==> src/rtl/wavelet_sum_serializer.sv <==
// Snapshots the wavelet filter-bank sums and streams them out as strobed words.
// Optional trailing XOR checksum word: define SERIALIZER_CHECKSUM_EN.
module wavelet_sum_serializer #(
  parameter int         TOTAL_FILTERS = 3,
  parameter int         SUM_WIDTH     = 32,
  parameter int         BITS_PER_ELEM = 8,
  parameter int         STROBE_HALF   = 2,
  parameter logic [7:0] SYNC_WORD     = 8'hA5
) (
  input  logic                               clk,
  input  logic                               reset,
  input  logic [TOTAL_FILTERS*SUM_WIDTH-1:0] i_sums,
  input  logic                               i_sums_valid,
  output logic [BITS_PER_ELEM-1:0]           o_value,
  output logic                               o_data_clk,
  output logic                               o_busy,
  output logic                               o_overrun
);

  localparam int WPS  = SUM_WIDTH / BITS_PER_ELEM;
  localparam int NPAY = TOTAL_FILTERS * WPS;
`ifdef SERIALIZER_CHECKSUM_EN
  localparam int NWORDS = NPAY + 2;
`else
  localparam int NWORDS = NPAY + 1;
`endif
  localparam int IW    = $clog2(NWORDS + 1);
  localparam int NSLOT = 1 << IW;
  localparam int PW    = (STROBE_HALF > 1) ? $clog2(STROBE_HALF) : 1;

  typedef enum logic [1:0] {
    S_IDLE,
    S_LOW,
    S_HIGH
  } state_t;

  state_t                             r_state;
  state_t                             w_state_nxt;
  logic [PW-1:0]                      r_phase;
  logic [PW-1:0]                      w_phase_nxt;
  logic [IW-1:0]                      r_idx;
  logic [IW-1:0]                      w_idx_nxt;
  logic [IW-1:0]                      w_nidx;
  logic [BITS_PER_ELEM-1:0]           r_value;
  logic [BITS_PER_ELEM-1:0]           w_value_nxt;
  logic [TOTAL_FILTERS*SUM_WIDTH-1:0] r_shadow;
  logic                               r_overrun;
  logic                               w_cap;
  logic                               w_ph_last;
  logic                               w_idx_last;
  logic [BITS_PER_ELEM-1:0]           w_words [NSLOT];
`ifdef SERIALIZER_CHECKSUM_EN
  logic [BITS_PER_ELEM-1:0]           w_csum;
`endif

  assign w_ph_last  = (r_phase == PW'(STROBE_HALF - 1));
  assign w_idx_last = (r_idx == IW'(NWORDS - 1));
  assign w_nidx     = r_idx + IW'(1);

  // Frame word table from the shadow: sync, sums MSW first, optional checksum
  always_comb begin
    for (int k = 0; k < NSLOT; k++) begin
      w_words[k] = '0;
    end
    w_words[0] = BITS_PER_ELEM'(SYNC_WORD);
`ifdef SERIALIZER_CHECKSUM_EN
    w_csum = '0;
`endif
    for (int p = 0; p < NPAY; p++) begin
      w_words[p+1] = r_shadow[(p / WPS) * SUM_WIDTH
                     + (WPS - 1 - (p % WPS)) * BITS_PER_ELEM
                     +: BITS_PER_ELEM];
`ifdef SERIALIZER_CHECKSUM_EN
      w_csum = w_csum ^ w_words[p+1];
`endif
    end
`ifdef SERIALIZER_CHECKSUM_EN
    w_words[NWORDS-1] = w_csum;
`endif
  end

  // Next-state, counter and value decisions for the strobe sequencer
  always_comb begin
    w_state_nxt = r_state;
    w_phase_nxt = r_phase;
    w_idx_nxt   = r_idx;
    w_value_nxt = r_value;
    w_cap       = 1'b0;
    unique case (r_state)
      S_IDLE: begin
        if (i_sums_valid) begin
          w_state_nxt = S_LOW;
          w_phase_nxt = '0;
          w_idx_nxt   = '0;
          w_value_nxt = BITS_PER_ELEM'(SYNC_WORD);
          w_cap       = 1'b1;
        end
      end
      S_LOW: begin
        if (w_ph_last) begin
          w_state_nxt = S_HIGH;
          w_phase_nxt = '0;
        end else begin
          w_phase_nxt = r_phase + PW'(1);
        end
      end
      S_HIGH: begin
        if (w_ph_last) begin
          w_phase_nxt = '0;
          if (w_idx_last) begin
            w_state_nxt = S_IDLE;
          end else begin
            w_state_nxt = S_LOW;
            w_idx_nxt   = w_nidx;
            w_value_nxt = w_words[w_nidx];
          end
        end else begin
          w_phase_nxt = r_phase + PW'(1);
        end
      end
      default: w_state_nxt = S_IDLE;
    endcase
  end

  // State, counters, word register and snapshot
  always_ff @(posedge clk) begin
    if (reset) begin
      r_state  <= S_IDLE;
      r_phase  <= '0;
      r_idx    <= '0;
      r_value  <= '0;
      r_shadow <= '0;
    end else begin
      r_state <= w_state_nxt;
      r_phase <= w_phase_nxt;
      r_idx   <= w_idx_nxt;
      r_value <= w_value_nxt;
      if (w_cap) begin
        r_shadow <= i_sums;
      end
    end
  end

  // Sticky flag for valid pulses dropped while a frame is in flight
  always_ff @(posedge clk) begin
    if (reset) begin
      r_overrun <= 1'b0;
    end else if (i_sums_valid && (r_state != S_IDLE)) begin
      r_overrun <= 1'b1;
    end
  end

  assign o_value    = r_value;
  assign o_data_clk = (r_state == S_HIGH);
  assign o_busy     = (r_state != S_IDLE);
  assign o_overrun  = r_overrun;

endmodule

==> config.mk <==
export PLATFORM = sky130hd
export DESIGN_NAME = wavelet_sum_serializer
export DESIGN_NICKNAME = d
export VERILOG_FILES = /design/src/rtl/wavelet_sum_serializer.sv
export SDC_FILE = /design/constraint.sdc
export NUM_CORES = 1
export LEC_CHECK = 0
export ABC_AREA = 1
export CAP_MARGIN = 20
export CORE_UTILIZATION = 40
export CTS_CLUSTER_DIAMETER = 60
export DETAILED_ROUTE_END_ITERATION = 6
export PLACE_DENSITY_LB_ADDON = 0.08
export SETUP_SLACK_MARGIN = 0.2
export SLEW_MARGIN = 20
export SYNTH_ARGS = -nofsm -noshare
export SYNTH_HDL_FRONTEND = slang
export SYNTH_SLANG_ARGS = --single-unit
==> constraint.sdc <==
create_clock -name clk -period 2.4 [get_ports clk]
set_input_delay 0.48 -clock clk [delete_from_list [all_inputs] [get_ports clk]]
set_output_delay 0.48 -clock clk [all_outputs]
set_load 0.1 [all_outputs]
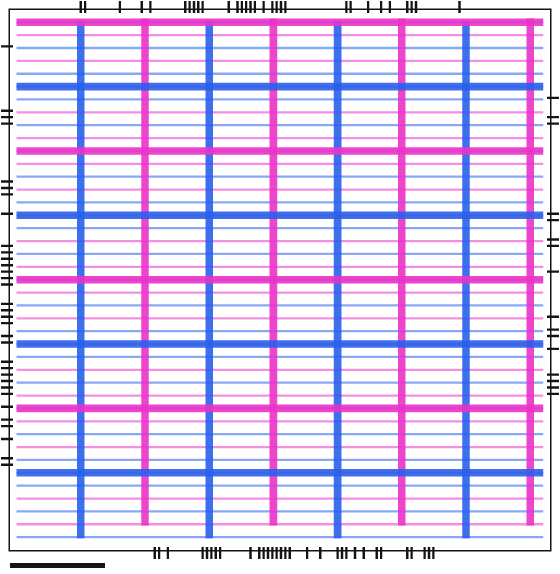
Fig. 1. Floorplan with the power grid.
Scale bar: 20 um. Pins as bars on the die edge.
net	colour
VDD	magenta
VSS	blue
rows	40
signal pins	110
met4 straps	8
met5 straps	8

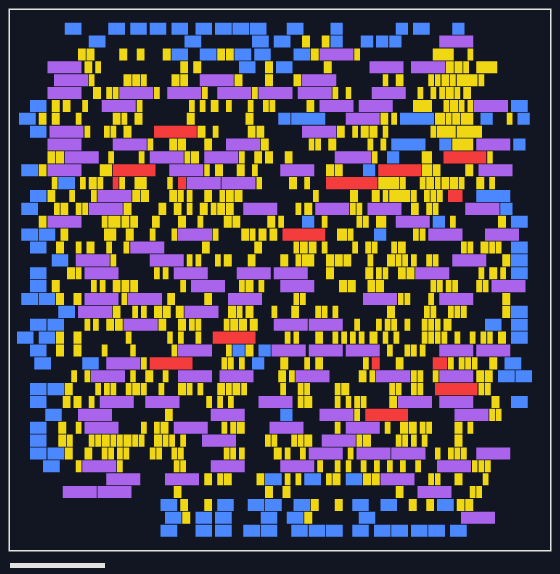
Fig. 2. Cells coloured by class.
Scale bar: 20 um.
class	colour	cells	share of their area
other buffers and delay cells	blue	124	19%
flops	purple	112	36%
clock drivers and dummy loads	red	15	4.5%
combinational and other logic	yellow	572	40%

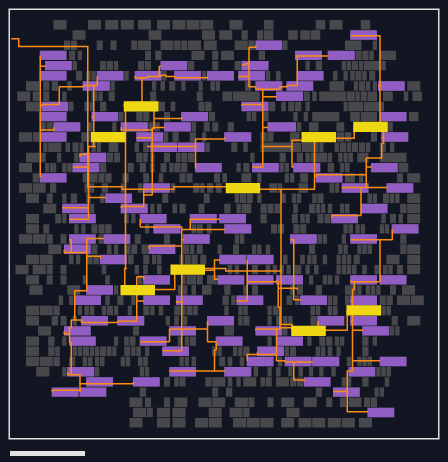
Fig. 3. Clock distribution.
Scale bar: 20 um.
[clock drivers] yellow | count: 9
[clock wires] orange | length: 1270 um
[flip-flops] purple | count: 112
routed clock nets	10

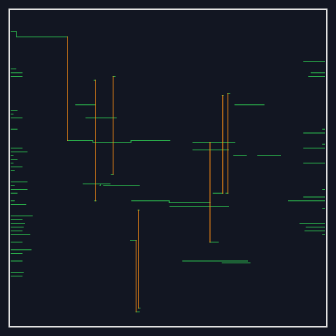
Fig. 4. Wiring by layer.
Only two layers are drawn.
layer	colour	wire length
metal 3	green	455 um
metal 4	orange	285 um

==> Changelog: implementation <==
### Changed

* Status: finished clean
* Synth Instances at approximately 740
* Final antenna-violating net count at 0
* Crit start category: register
* Inverter count at around 43
* RSZ-0062 raised after global routing: false
* Clock Path Buffers at 2
* Total CTS buffers at 9
* Sw power at around 2.9 mW
* GR Util All Layers at roughly 22%
* Most used cell along the critical path: nand2_1
* Final setup vio count at 0
* R2r setup slk at 0.40 ns
* Cell depth of the worst setup path at 11
* Syn_nets at around 840
* Leading area contributor after synthesis: dfxtp_1
* AO/OA Area Share at approximately a fifth
* Period Utilization, post-route at ~83%
* Synth Flop Type: dfxtp_1
* ANT cells at 0
* Share of flip-flops with an asynchronous set or reset at 0%
* Worst r2r src: r_idx[0]
* Via count at just under 5000
* Delay-heaviest family, CP: buffers and inverters
* Post-synthesis sequential area ratio at roughly 45%
* FF-to-FF End: o_value[1]
* TAP cells at ~170
* Synthesized cell area at between 0.005 and 0.006 mm2
* EDFF count, synth at 0
* Fillers at around 1300
* Yosys Chip Area at between 0.005 and 0.006 mm2
* WL/cell at 13.4 um
* WP data arrival at between 2 and 2.5 ns
* Max-capacitance violation count at 0
* Tool warnings at 31
* Die ar. at between 0.01 and 0.015 mm2
* Clock buf/inv share at roughly 4.4%
* Leakage at between 2 and 3 nW
* Yosys warning tally at 0
* Seq area share at between 30 and 40%
* CLK BUF at 10
* Clock-pin slew on the worst setup and hold paths at 0.07 ns
* Multiplexer share of the synthesized area at 0%
* Bufs w/o clock at about 120
* Initial antenna violation count at 0
* Yosys cell count at about 740
* Area grow syn2layout at 29.4%
* DRT Pass-1 Iters at 4
* Delay of the slowest critical-path stage at approximately 0.36 ns
* Distinct cells, synth at 21
* CP endpoint: o_value[1]
* Largest net degree at the start of global routing at 59
* Hold WS at around 0.45 ns
* Top-count cell post-synth: nor2_1
* Vias in the first global route at ~4600
* Fp_density at approximately two fifths
* M1 WL at around 6000 um
* Final Max Tran Viols at 0
* Sequential cell area at ~0.0022 mm2
* Register-to-Register Path Depth at 11
* Hpwl dp at approximately 9600 um
* Synth top cells by count: 180 x nor2_1, 116 x o21ai_0, 112 x dfxtp_1, 108 x nand2_1, 58 x a21oi_1
* Post_cts resized at 0
* Largest logic family: simple AND/OR/NAND/NOR gates
* PwrDens at around 1100 mW/mm2
-- power groups by stage --
stage	clock (mW)	sequential [mW]	combinational, mW
final	1.47	2.58	3.01
after global routing	1.58	2.64	3.40
after CTS	1.51	2.58	3.04
after detailed placement	0	2.62	3.03
after global placement	0	2.61	2.97
after floorplan	0	2.85	1.93
-- stage by stage --
stage	worst slack [ns]	power (mW)	area (um2)	std cells	utilization, %
after global placement	0.364	5.57	6220	976	51.3
after CTS	0.401	7.13	6500	991	53.7
final	0.402	7.07	6510	991	53.7
after detailed placement	0.331	5.65	6220	976	51.3
after global routing	0.213	7.62	6510	991	53.7
after floorplan	0.491	4.79	5030	736	-
-- state kept, by name (all words and copies together) (netlist names) --
register,flops
r_shadow,96
r_phase,1
r_state,2
o_value,8
r_idx,4
o_overrun,1
Power figures rest on the tool's default switching activity, not on a simulated workload.
